`config.mk`:
```
export PLATFORM = sky130hd
export DESIGN_NAME = mem_bus_arbiter_flat
export DESIGN_NICKNAME = d
export VERILOG_FILES = /design/src/rtl/mem_bus_arbiter_if.sv /design/src/rtl/mem_bus_arbiter.sv /design/src/flat_wrapper.sv
export SDC_FILE = /design/constraint.sdc
export NUM_CORES = 1
export LEC_CHECK = 0
export ABC_AREA = 1
export CAP_MARGIN = 5
export CORE_MARGIN = 1
export CORE_UTILIZATION = 34
export DETAILED_ROUTE_END_ITERATION = 10
export PLACE_DENSITY = 0.89
export SLEW_MARGIN = 20
export SYNTH_ARGS = -nofsm -noshare
export SYNTH_HDL_FRONTEND = slang
export SYNTH_SLANG_ARGS = --single-unit
```
`constraint.sdc`:
```
create_clock -name clk -period 1.1 [get_ports clk]
set_input_delay 0.22 -clock clk [delete_from_list [all_inputs] [get_ports clk]]
set_output_delay 0.22 -clock clk [all_outputs]
set_load 0.01 [all_outputs]
```
`src/rtl/mem_bus_arbiter_if.sv`:
```
// mem_bus_arbiter_if: bundles the instruction port, data port and RAM-side signals of the bus arbiter
interface mem_bus_arbiter_if;
    logic [31:0] instr_address;
    logic        instr_read;
    logic        instr_waitrequest;
    logic [31:0] instr_readdata;
    logic [31:0] data_address;
    logic        data_read;
    logic        data_write;
    logic [3:0]  data_byteenable;
    logic [31:0] data_writedata;
    logic        data_waitrequest;
    logic [31:0] data_readdata;
    logic [31:0] mem_address;
    logic        mem_read;
    logic        mem_write;
    logic [3:0]  mem_byteenable;
    logic [31:0] mem_writedata;
    logic [31:0] mem_readdata;

    modport slave (
        input  instr_address, instr_read,
        output instr_waitrequest, instr_readdata,
        input  data_address, data_read, data_write, data_byteenable, data_writedata,
        output data_waitrequest, data_readdata,
        output mem_address, mem_read, mem_write, mem_byteenable, mem_writedata,
        input  mem_readdata
    );

    modport master (
        output instr_address, instr_read,
        input  instr_waitrequest, instr_readdata,
        output data_address, data_read, data_write, data_byteenable, data_writedata,
        input  data_waitrequest, data_readdata,
        input  mem_address, mem_read, mem_write, mem_byteenable, mem_writedata,
        output mem_readdata
    );
endinterface

```
`src/rtl/mem_bus_arbiter.sv`:
```
// mem_bus_arbiter: shares one RAM bus between instruction-fetch and data masters, one access per 3 cycles
module mem_bus_arbiter #(
    parameter bit ROUND_ROBIN = 1'b1
) (
    input  logic              clk,
    input  logic              reset,
    mem_bus_arbiter_if.slave  bus
);
    typedef enum logic [1:0] {IDLE, ISSUE, RESP} state_t;

    state_t      state;
    logic        grant;
    logic        last_grant;
    logic [31:0] iss_address;
    logic [31:0] iss_writedata;
    logic [3:0]  iss_byteenable;
    logic        strobe_rd;
    logic        strobe_wr;
    logic        resp_instr;
    logic        resp_data;
    logic        instr_req;
    logic        data_req;
    logic        pick;
    logic        pick_wr;

    // winner selection: a lone requester wins, ties go to data or to the port not granted last
    always_comb begin
        instr_req = bus.instr_read;
        data_req  = bus.data_read | bus.data_write;
        pick      = (instr_req && data_req) ? (ROUND_ROBIN ? !last_grant : 1'b1) : data_req;
        pick_wr   = pick & bus.data_write;
    end

    // arbitration FSM; strobes and completion flags are registered so they align with the state
    always_ff @(posedge clk) begin
        if (reset) begin
            state          <= IDLE;
            grant          <= 1'b0;
            last_grant     <= 1'b0;
            iss_address    <= '0;
            iss_writedata  <= '0;
            iss_byteenable <= '0;
            strobe_rd      <= 1'b0;
            strobe_wr      <= 1'b0;
            resp_instr     <= 1'b0;
            resp_data      <= 1'b0;
        end else begin
            case (state)
                IDLE: begin
                    resp_instr <= 1'b0;
                    resp_data  <= 1'b0;
                    if (instr_req || data_req) begin
                        state          <= ISSUE;
                        grant          <= pick;
                        last_grant     <= pick;
                        iss_address    <= pick ? bus.data_address : bus.instr_address;
                        iss_byteenable <= pick ? bus.data_byteenable : 4'hF;
                        iss_writedata  <= pick ? bus.data_writedata : 32'h0;
                        strobe_rd      <= !pick_wr;
                        strobe_wr      <= pick_wr;
                    end
                end
                ISSUE: begin
                    state      <= RESP;
                    strobe_rd  <= 1'b0;
                    strobe_wr  <= 1'b0;
                    resp_instr <= !grant;
                    resp_data  <= grant;
                end
                default: begin
                    state      <= IDLE;
                    strobe_rd  <= 1'b0;
                    strobe_wr  <= 1'b0;
                    resp_instr <= 1'b0;
                    resp_data  <= 1'b0;
                end
            endcase
        end
    end

    // outputs are forced quiet while reset is high so an access cut by reset never reaches RAM or a master
    always_comb begin
        bus.mem_read          = strobe_rd & !reset;
        bus.mem_write         = strobe_wr & !reset;
        bus.mem_address       = (bus.mem_read | bus.mem_write) ? iss_address : 32'h0;
        bus.mem_byteenable    = (bus.mem_read | bus.mem_write) ? iss_byteenable : 4'h0;
        bus.mem_writedata     = (bus.mem_read | bus.mem_write) ? iss_writedata : 32'h0;
        bus.instr_waitrequest = instr_req & !(resp_instr & !reset);
        bus.data_waitrequest  = data_req & !(resp_data & !reset);
        bus.instr_readdata    = (resp_instr & !reset) ? bus.mem_readdata : 32'h0;
        bus.data_readdata     = (resp_data & !reset) ? bus.mem_readdata : 32'h0;
    end
endmodule

```
`src/flat_wrapper.sv`:
```
// flat-port wrapper written by rule: the top's interface ports become plain ports
module mem_bus_arbiter_flat 
#(
    parameter bit ROUND_ROBIN = 1'b1
)
  (clk, reset, bus_instr_address, bus_instr_read, bus_instr_waitrequest, bus_instr_readdata, bus_data_address, bus_data_read, bus_data_write, bus_data_byteenable, bus_data_writedata, bus_data_waitrequest, bus_data_readdata, bus_mem_address, bus_mem_read, bus_mem_write, bus_mem_byteenable, bus_mem_writedata, bus_mem_readdata);
  mem_bus_arbiter_if bus_i ();
  input  logic clk;
  input  logic reset;
  input wire logic [$bits(bus_i.instr_address)-1:0] bus_instr_address;
  input wire logic [$bits(bus_i.instr_read)-1:0] bus_instr_read;
  output wire logic [$bits(bus_i.instr_waitrequest)-1:0] bus_instr_waitrequest;
  output wire logic [$bits(bus_i.instr_readdata)-1:0] bus_instr_readdata;
  input wire logic [$bits(bus_i.data_address)-1:0] bus_data_address;
  input wire logic [$bits(bus_i.data_read)-1:0] bus_data_read;
  input wire logic [$bits(bus_i.data_write)-1:0] bus_data_write;
  input wire logic [$bits(bus_i.data_byteenable)-1:0] bus_data_byteenable;
  input wire logic [$bits(bus_i.data_writedata)-1:0] bus_data_writedata;
  output wire logic [$bits(bus_i.data_waitrequest)-1:0] bus_data_waitrequest;
  output wire logic [$bits(bus_i.data_readdata)-1:0] bus_data_readdata;
  output wire logic [$bits(bus_i.mem_address)-1:0] bus_mem_address;
  output wire logic [$bits(bus_i.mem_read)-1:0] bus_mem_read;
  output wire logic [$bits(bus_i.mem_write)-1:0] bus_mem_write;
  output wire logic [$bits(bus_i.mem_byteenable)-1:0] bus_mem_byteenable;
  output wire logic [$bits(bus_i.mem_writedata)-1:0] bus_mem_writedata;
  input wire logic [$bits(bus_i.mem_readdata)-1:0] bus_mem_readdata;
  assign bus_i.instr_address = bus_instr_address;
  assign bus_i.instr_read = bus_instr_read;
  assign bus_instr_waitrequest = bus_i.instr_waitrequest;
  assign bus_instr_readdata = bus_i.instr_readdata;
  assign bus_i.data_address = bus_data_address;
  assign bus_i.data_read = bus_data_read;
  assign bus_i.data_write = bus_data_write;
  assign bus_i.data_byteenable = bus_data_byteenable;
  assign bus_i.data_writedata = bus_data_writedata;
  assign bus_data_waitrequest = bus_i.data_waitrequest;
  assign bus_data_readdata = bus_i.data_readdata;
  assign bus_mem_address = bus_i.mem_address;
  assign bus_mem_read = bus_i.mem_read;
  assign bus_mem_write = bus_i.mem_write;
  assign bus_mem_byteenable = bus_i.mem_byteenable;
  assign bus_mem_writedata = bus_i.mem_writedata;
  assign bus_i.mem_readdata = bus_mem_readdata;
  mem_bus_arbiter #(.ROUND_ROBIN(ROUND_ROBIN)) u_core (.clk(clk), .reset(reset), .bus(bus_i));
endmodule
```
==> flow_summary.ini <==
; physical design summary
[critical_path]
worstPathMaxFanout = 8
path_cells = inv_2 -> nor2_4 -> nor2_4 -> buf_6 -> buf_8 -> buf_16 -> buf_6 -> nor2_4 -> buf_6
start_kind = flop
slowest_delay_ns = 0.34
critical_path_arrival_ns = 1.69
required_ns = 0.88
cp_slowest_cell = dfxtp_2

[sta]
timing.final.ws_setup_ns = -0.814
hold_ws_ns = 0.182
maxSlewViolCount = 0
finalSetupViolCount = 209
post-route-period-util = 1.74
hold_viol_final = 0

[synthesis]
synth_seq_share = 0.332
ys_cells = 820
fp_nets = 957
edf_count = 0
fa_ha_area_frac = 0
synth_area_leader_cell = dfxtp_1
top_area_frac = 0.332
ys_ff = 75
synth_chip_area_mm2 = 0.00453
ys_sh_mux = 0
synthArstFlopShare = 0

[clock_network]
clk_latency_ns = 0.34
cts_sinks = 75
cts_buffer_depth = 2
clockRootBuffer = clkbuf_16

[floorplan]
die-area_mm2 = 0.0138
fp_util = 0.353

[pwr]
p_total_mw = 11.6

[run_status]
violations = setup timing
status = complete, but fails checks

[route]
wl_met1_mm = 9.45
top_layer = met4
wl_met3_mm = 2.88

[global_route]
grt-busiest-layer = met2

[layout]
stdcell_area_mm2 = 0.0113
layout_top_cells = 169 x inv_1, 155 x buf_6, 132 x clkdlybuf4s50_1, 121 x nor2_4, 115 x nor2_1
fin_cells = 1357

[worst_hold_path]
hold_depth = 3

[placed_design]
dp_hpwl_mm = 11.8
portBuffers = 272
sequential cells by signal, indices dropped and copies added, names as in the netlist:
| signal | flops |
|---|---|
| u_core.iss_writedata | 32 |
| u_core.iss_byteenable | 4 |
| u_core.iss_address | 32 |
| u_core.resp_data | 1 |
| u_core.strobe_rd | 1 |
| u_core.resp_instr | 1 |
| u_core.last_grant | 1 |
| u_core.state | 2 |
| u_core.strobe_wr | 1 |
power by group:
part | internal [mW] | switching, mW
Combinational | 2.46 | 2.72
Sequential | 3.00 | 0.165
Clock | 1.85 | 1.36
cell families (layout without fill, tap and decap cells):
logic type / Yosys count / count (layout)
simple gates: 480 / 480
compound gates: 42 / 42
other cells: 0 / 3
flops: 75 / 75
buf+inv: 223 / 585
path summary, 6_finish.rpt:
| check | from | endpoint | slack [ns] |
|---|---|---|---|
| hold / removal | reset | u_core.iss_writedata[0] | 0.18 |
| setup / recovery | u_core.strobe_rd | bus_mem_writedata[27] | -0.81 |
| setup reg to reg | u_core.last_grant | u_core.iss_writedata[17] | -0.64 |
| hold reg to reg | u_core.iss_writedata[10] | u_core.iss_writedata[10] | 0.49 |
layout make-up:
class                           instances  area [um2]
Fill cell                             561        1560
Clock inverter                          6        72.6
Clock buffer                           10         239
Timing Repair Buffer                  392        4680
Inverter                              177         677
Antenna cell                            3        7.51
Sequential cell                        75        1510
Multi-Input combinational cell        522        3860
Tap cell                              172         215
what timing repair did:
| action | CTS | global route |
|---|---|---|
| pin swaps | 65 | 104 |
| setup buffers | 41 | 20 |
| gates cloned | 28 | 1 |
| setup endpoints to repair | 211 | 210 |
| resized | 805 | 370 |
critical path: cells and delay by family (launching register included):
family / cells / cell delay [ns]
and+or+nand+nor: 3 / 0.31
DFF: 1 / 0.34
buffers and inverters: 6 / 0.70
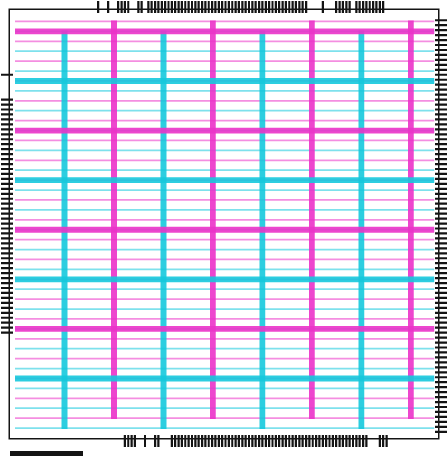
Fig. 1. PDN straps and rails.
The bar under the picture is 20 um long. Pins as bars on the die edge.
Key: VSS = cyan; VDD = magenta
42 met1 rails follow the rows. The core has 41 rows. 273 signal pins sit on the boundary. 8 straps on met4. 8 straps on met5.
chip width: 117 um
Die Y: 117 um
VDD IR max: 920 uV
core area: 0.0128 mm2

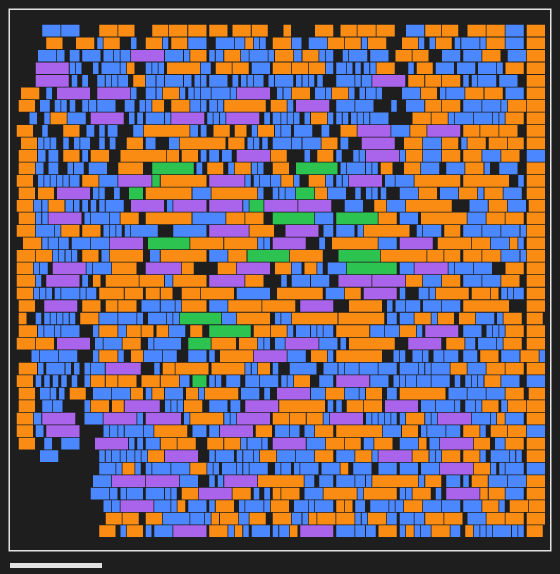
Fig. 2. Placed cells, one color a class.
The bar under the picture is 20 um long.
Key: other buffers and delay cells = orange [cells 392]; clock drivers and dummy loads = green [cells 16]; all other logic = blue [cells 699]; flops = purple [cells 75]

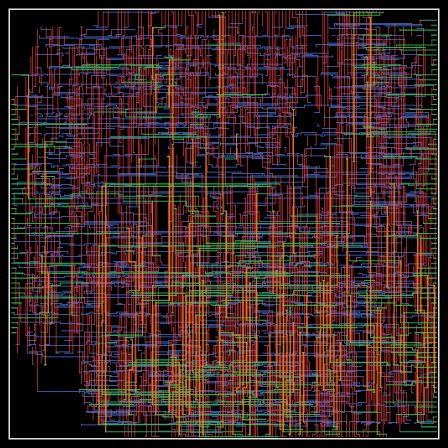
Fig. 3. Routed metal, one color a layer.
Key: met3 = green [wire length 2880 um]; met2 = red [wire length 14300 um]; met4 = orange [wire length 2670 um]; met1 = blue [wire length 9450 um]

No activity file was given, so power comes from the tool's default toggle rates.
